==> config.mk <==
export PLATFORM = sky130hd
export DESIGN_NAME = pixel_input_packer
export DESIGN_NICKNAME = d
export VERILOG_FILES = /design/src/rtl/pixel_input_packer_pkg.sv /design/src/rtl/pixel_lane_shifter.sv /design/src/rtl/pixel_input_packer.sv
export SDC_FILE = /design/constraint.sdc
export NUM_CORES = 1
export LEC_CHECK = 0
export CORE_ASPECT_RATIO = 2
export CORE_UTILIZATION = 45
export DETAILED_ROUTE_END_ITERATION = 10
export HOLD_SLACK_MARGIN = 0.15
export PLACE_DENSITY = 0.8
export SYNTH_ARGS = -nofsm -noshare
export SYNTH_HDL_FRONTEND = slang
export SYNTH_SLANG_ARGS = --single-unit
==> constraint.sdc <==
create_clock -name clock -period 35.8 [get_ports clock]
set_clock_uncertainty 0.1 [all_clocks]
set_input_delay 7.16 -clock clock [delete_from_list [all_inputs] [get_ports clock]]
set_output_delay 7.16 -clock clock [all_outputs]
set_load 0.03 [all_outputs]
==> src/rtl/pixel_input_packer_pkg.sv <==
// Shared constants and state encoding for the pixel input packer.
// Optional build macro: INPUT_PACKER_PAD_EN (zero-pads and writes a partial final word).
package pixel_input_packer_pkg;

    localparam int LANES_PER_WORD = 16;
    localparam int PIXEL_W        = 8;
    localparam int WORD_W         = 128;
    localparam int ADDR_W         = 16;
    localparam int DEPTH_W        = 17;
    localparam int COUNT_W        = 21;
    localparam int LANE_IDX_W     = 4;

    typedef enum logic [1:0] {
        IDLE  = 2'd0,
        FILL  = 2'd1,
        FLUSH = 2'd2,
        PULSE = 2'd3
    } state_t;

endpackage

==> src/rtl/pixel_lane_shifter.sv <==
// Packs accepted pixels into 16 byte lanes and strobes a completed 128-bit word.
// Optional build macro: INPUT_PACKER_PAD_EN -- when defined, a word closed early by
// pixel_last is emitted with its unfilled lanes at zero; otherwise it is dropped.
module pixel_lane_shifter
    import pixel_input_packer_pkg::*;
(
    input  logic               clock,
    input  logic               reset,
    input  logic               accept,
    input  logic [PIXEL_W-1:0] pixel_data,
    input  logic               pixel_last,
    output logic [WORD_W-1:0]  word,
    output logic               word_done
);

`ifdef INPUT_PACKER_PAD_EN
    localparam bit PAD_EN = 1'b1;
`else
    localparam bit PAD_EN = 1'b0;
`endif

    logic [LANE_IDX_W-1:0] lane_idx_reg;
    logic [WORD_W-1:0]     word_reg;
    logic                  word_done_reg;
    logic [WORD_W-1:0]     word_next;
    logic                  last_lane;
    logic                  closing;
    logic                  emit;

    assign last_lane = (lane_idx_reg == LANE_IDX_W'(LANES_PER_WORD - 1));
    assign closing   = last_lane || pixel_last;
    // A full word is always emitted; a short final word only when padding is built in.
    assign emit      = last_lane || PAD_EN;

    genvar gi;
    generate
        for (gi = 0; gi < LANES_PER_WORD; gi++) begin : g_lane
            logic [PIXEL_W-1:0] lane_reg;
            logic               lane_hit;

            assign lane_hit = (lane_idx_reg == LANE_IDX_W'(gi));

            // Hold this lane's byte; cleared whenever a word closes so unfilled lanes read as zero.
            always_ff @(posedge clock or posedge reset) begin
                if (reset) begin
                    lane_reg <= '0;
                end else if (accept) begin
                    if (closing) begin
                        lane_reg <= '0;
                    end else if (lane_hit) begin
                        lane_reg <= pixel_data;
                    end
                end
            end

            // The closing pixel is merged straight into the outgoing word.
            assign word_next[gi*PIXEL_W +: PIXEL_W] = lane_hit ? pixel_data : lane_reg;
        end
    endgenerate

    // Advance the lane index and register the completed word with its one-cycle strobe.
    always_ff @(posedge clock or posedge reset) begin
        if (reset) begin
            lane_idx_reg  <= '0;
            word_reg      <= '0;
            word_done_reg <= 1'b0;
        end else begin
            word_done_reg <= accept && closing && emit;
            if (accept && closing && emit) begin
                word_reg <= word_next;
            end
            if (accept) begin
                lane_idx_reg <= closing ? '0 : lane_idx_reg + 1'b1;
            end
        end
    end

    assign word      = word_reg;
    assign word_done = word_done_reg;

endmodule

==> src/rtl/pixel_input_packer.sv <==
// Byte-stream to 128-bit word packer feeding the histogram equalizer input memory.
// Publishes word/pixel counts at image end and fires a one-cycle start pulse.
// Optional build macro: INPUT_PACKER_PAD_EN (see pixel_lane_shifter).
module pixel_input_packer
    import pixel_input_packer_pkg::*;
#(
    parameter int MEM_DEPTH_WORDS = 65536
) (
    input  logic                clock,
    input  logic                reset,
    input  logic                pixel_valid,
    input  logic [PIXEL_W-1:0]  pixel_data,
    input  logic                pixel_last,
    output logic                pixel_ready,
    input  logic                core_busy,
    output logic                input_mem_WE,
    output logic [ADDR_W-1:0]   input_mem_waddr,
    output logic [WORD_W-1:0]   input_mem_wdata,
    output logic [DEPTH_W-1:0]  input_mem_depth,
    output logic [COUNT_W-1:0]  pixel_count,
    output logic                new_image_pulse,
    output logic                input_overflow_fault
);

    localparam logic [DEPTH_W-1:0] DEPTH_LIMIT = DEPTH_W'(MEM_DEPTH_WORDS);
    localparam logic [COUNT_W-1:0] COUNT_MAX   = '1;

    state_t               state_reg;
    state_t               state_next;
    logic                 run_reg;
    logic [DEPTH_W-1:0]   word_cnt_reg;
    logic [COUNT_W-1:0]   pix_acc_reg;
    logic [DEPTH_W-1:0]   depth_reg;
    logic [COUNT_W-1:0]   count_reg;
    logic                 fault_reg;
    logic                 accept;
    logic                 start;
    logic                 mem_full;
    logic                 write_en;
    logic [WORD_W-1:0]    word;
    logic                 word_done;

    // IDLE gates new images on core_busy; FILL always accepts; FLUSH/PULSE hold the sender off.
    assign pixel_ready = (state_reg == FILL) ||
                         ((state_reg == IDLE) && run_reg && !core_busy);
    assign accept      = pixel_valid && pixel_ready;
    assign start       = accept && (state_reg == IDLE);
    assign mem_full    = (word_cnt_reg == DEPTH_LIMIT);
    assign write_en    = word_done && !mem_full;

    pixel_lane_shifter u_shifter (
        .clock      (clock),
        .reset      (reset),
        .accept     (accept),
        .pixel_data (pixel_data),
        .pixel_last (pixel_last),
        .word       (word),
        .word_done  (word_done)
    );

    // State register; run_reg keeps pixel_ready low until the first edge after reset.
    always_ff @(posedge clock or posedge reset) begin
        if (reset) begin
            state_reg <= IDLE;
            run_reg   <= 1'b0;
        end else begin
            state_reg <= state_next;
            run_reg   <= 1'b1;
        end
    end

    // Next-state logic and the start pulse decode.
    always_comb begin
        state_next      = state_reg;
        new_image_pulse = 1'b0;
        case (state_reg)
            IDLE: begin
                if (accept) begin
                    state_next = pixel_last ? FLUSH : FILL;
                end
            end
            FILL: begin
                if (accept && pixel_last) begin
                    state_next = FLUSH;
                end
            end
            FLUSH: begin
                state_next = PULSE;
            end
            PULSE: begin
                new_image_pulse = 1'b1;
                state_next      = IDLE;
            end
            default: begin
                state_next = IDLE;
            end
        endcase
    end

    // Word address counter; it stops advancing once memory is full, so it doubles as the depth.
    always_ff @(posedge clock or posedge reset) begin
        if (reset) begin
            word_cnt_reg <= '0;
        end else if (start) begin
            word_cnt_reg <= '0;
        end else if (write_en) begin
            word_cnt_reg <= word_cnt_reg + 1'b1;
        end
    end

    // Saturating pixel accumulator; the first pixel of an image loads it with one.
    always_ff @(posedge clock or posedge reset) begin
        if (reset) begin
            pix_acc_reg <= '0;
        end else if (start) begin
            pix_acc_reg <= COUNT_W'(1);
        end else if (accept && (pix_acc_reg != COUNT_MAX)) begin
            pix_acc_reg <= pix_acc_reg + 1'b1;
        end
    end

    // Sticky overflow flag: set when a word completes with no room, cleared by the next image.
    always_ff @(posedge clock or posedge reset) begin
        if (reset) begin
            fault_reg <= 1'b0;
        end else if (start) begin
            fault_reg <= 1'b0;
        end else if (word_done && mem_full) begin
            fault_reg <= 1'b1;
        end
    end

    // Publish the image totals during FLUSH, including a write landing in that same cycle.
    always_ff @(posedge clock or posedge reset) begin
        if (reset) begin
            depth_reg <= '0;
            count_reg <= '0;
        end else if (state_reg == FLUSH) begin
            depth_reg <= word_cnt_reg + DEPTH_W'(write_en);
            count_reg <= pix_acc_reg;
        end
    end

    assign input_mem_WE         = write_en;
    assign input_mem_waddr      = word_cnt_reg[ADDR_W-1:0];
    assign input_mem_wdata      = word;
    assign input_mem_depth      = depth_reg;
    assign pixel_count          = count_reg;
    assign input_overflow_fault = fault_reg;

endmodule

Fig. 1: clock wires, drivers and flops
Drawn at 2 px/µm.
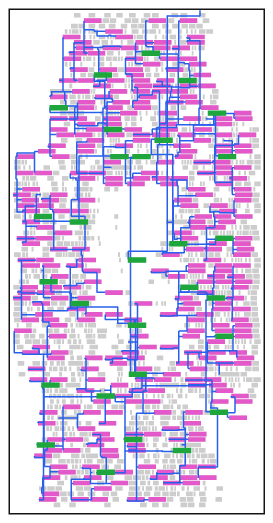
[blue] clock wires | length: 3840 µm
[magenta] flip-flops | count: 333
[green] clock-net drivers | count: 29
routed clock nets: 30

Fig. 2: selected gate families
Drawn at 1.5 px/µm.
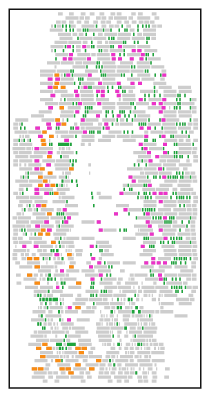
[magenta] non-inverting ao/oa cells | cells: 127 | most used: a22o_1
[orange] mux cells | cells: 51 | most used: mux2i_1 | where: a vertical strip on the left
[green] nand cells | cells: 452 | most used: nand2_1 | where: widely spread
Comb/total area: 0.299
Top cell excl fill/tap: nand2_1

Fig. 3: clock wiring as the flow saved it
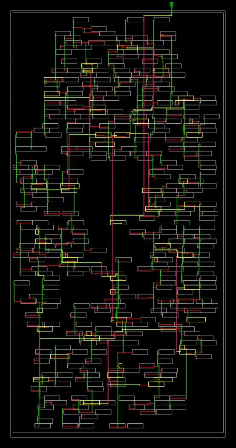
CTS buffer count: 29
registers: 333
clock network power: 346 µW
Sink Count: 333
Clk Latency, worst-skew pair: 0.56 ns

==> flow_summary.yaml <==
# synthesis and place-and-route metrics
synthesis:
  ys_sh_adder: 0.0125
  edf_count: 0
  ys_seq_frac: 0.595
  ys_cells: 1328
  numSynthFlops: 333
  yosys_warnings: 0
  netlist.area_leader.share: 0.595
  mux_share: 0.0385
  ys_sh_xor: 0.0181
  logic_family: "simple AND/OR/NAND/NOR gates"
  compound_area_frac: 0.121
  top_cells_by_area: "dfrtp_1 (60%), nand2_1 (11%), a22o_1 (6.1%)"
  synth_top_cell_by_count: "nand2_1"
  largest_area_cell: "dfrtp_1"
  synth_area_mm2: 0.0140
drt:
  firstDrtPassIters: 4
  viasPerCell: 5.65
  ant_nets: 0
  wire_per_inst_um: 19.2
  drc: 0
global_route:
  grt_start_max_net_pins: 117
  grt_pass1_vias: 10408
pwr:
  combPwrFrac: 0.237
  p_clk_frac: 0.318
  power.leakage_nw: 8.16
  irDropWorstVdd_v: 0.0000576
  p_seq_frac: 0.445
  netSwitchingFraction: 0.323
  internal-power_uw: 736
sta:
  hold_ws_ns: 0.372
  setup_viol: 0
  slew_violations: 0
  rsz0062_at_grt: "no"
  relSlewSlack: 0.115
  fmax_mhz: 62.7
  finalHoldViolCount: 0
floorplan:
  fp.dieW_um: 127
  dieArea_mm2: 0.0319
  core_area_mm2: 0.0307
  fp_util: 0.456
worst_hold_path:
  worstHoldPathType: "flop to flop"
  min-delay-start: "u_shifter.g_lane[3].lane_reg[6]$_DFFE_PP0N_"
  min_to: "u_shifter.word[30]$_DFFE_PP0P_"
finish:
  syn_to_final_growth_pct: 21.7
  antenna_cells: 0
  layout-drive-gt1-share: 0.0697
clocking:
  postCtsHoldBufs: 0
  clk_pin_slew_ns: 0.07
  cts_resized: 0
  cts.path.max_buffers: 3
setup_path:
  crit_top_cell: "clkdlybuf4s50_1"
  critPathSlowestCell: "clkdlybuf4s50_1"
  endpoint: "pixel_ready"
  cp.arrival_ns: 8.69
  cp_max_fo: 3
  cp-start-kind: "input port"
  critical_path_class: "input port to output port"
  crit_path_start: "core_busy"
  r2r_cells: 10
  critPathCaptureType: "output port"
job:
  warnings: 40
outcome:
  outcome: "finished clean"
placement:
  place_congestion: 0.832
  place_hpwl_mm: 22.8
  io_buffers: 198
Fig. 4: metal 3
Drawn at 2 px/µm.
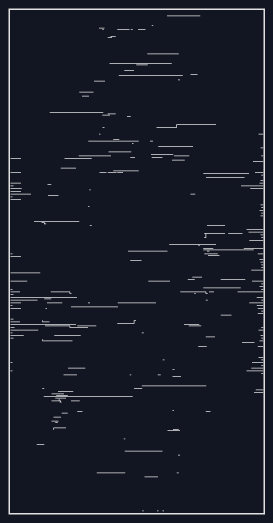
longest straight run: 44.2 µm
share of all routed wire: 3.8%
nets with wire on the layer: 150
routed wire length: 35.5 mm
via count: 10449
M3 GR Usage: 0.0212

Fig. 5: signal wires by layer
Drawn at 1.5 px/µm.
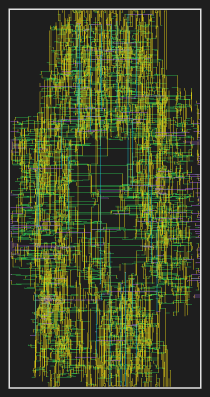
[yellow] M2 | wire length: 19200 µm
[purple] M3 | wire length: 1360 µm
[cyan] M4 | wire length: 1410 µm
[green] M1 | wire length: 13600 µm

[through the flow]
stage | area (µm²) | setup WS [ns] | total power, mW | utilization | cells
global placement | 16000 | 19.84 | 0.736 | 0.520 | 1796
global route | 17000 | 19.80 | 1.13 | 0.554 | 1849
floorplan | 14000 | 19.32 | 0.666 | - | 1328
detailed placement | 16000 | 19.84 | 0.748 | 0.520 | 1796
CTS | 17000 | 19.84 | 1.09 | 0.554 | 1849
finish | 17000 | 19.85 | 1.09 | 0.554 | 1849
[critical path: cells and delay by family]
family,cells,cell delay (ns)
buf+inv,2,1.06
simple gates,2,0.48
[kinds of logic after synthesis]
logic type | Yosys count
other | 1
and+or+nand+nor | 560
adders and majority gates | 14
DFF | 333
AOI/OAI and AO/OA | 217
xor gates and xnor gates | 29
muxes | 51
buffers and inverters | 123
[per-layer routing]
metal / wire [µm] / part of all wire / up-vias / track usage
li1: - / - / 4779 / -
met1: 13600 / 0.38 / 5290 / 0.269
met2: 19200 / 0.54 / 309 / 0.407
met3: 1360 / 0.038 / 71 / 0.0212
met4: 1410 / 0.040 / 0 / 0.102
met5: 0 / 0 / - / 0
[cell type report]
class | instances | area [µm²]
flip-flops and latches | 333 | 8330
fillers | 2599 | 13700
inverters | 13 | 57.6
repair buffers | 206 | 2040
clock inverters | 19 | 285
multi-input cells | 872 | 5090
clock buffers | 34 | 764
well taps | 372 | 465
[power by group through the flow]
stage | Sequential, mW | Clock, mW | Combinational [mW]
global placement | 0.486 | 0 | 0.250
CTS | 0.483 | 0.351 | 0.260
global route | 0.490 | 0.366 | 0.278
detailed placement | 0.489 | 0 | 0.259
finish | 0.483 | 0.346 | 0.257
floorplan | 0.491 | 0 | 0.174
No activity file was given, so power comes from the tool's default toggle rates.
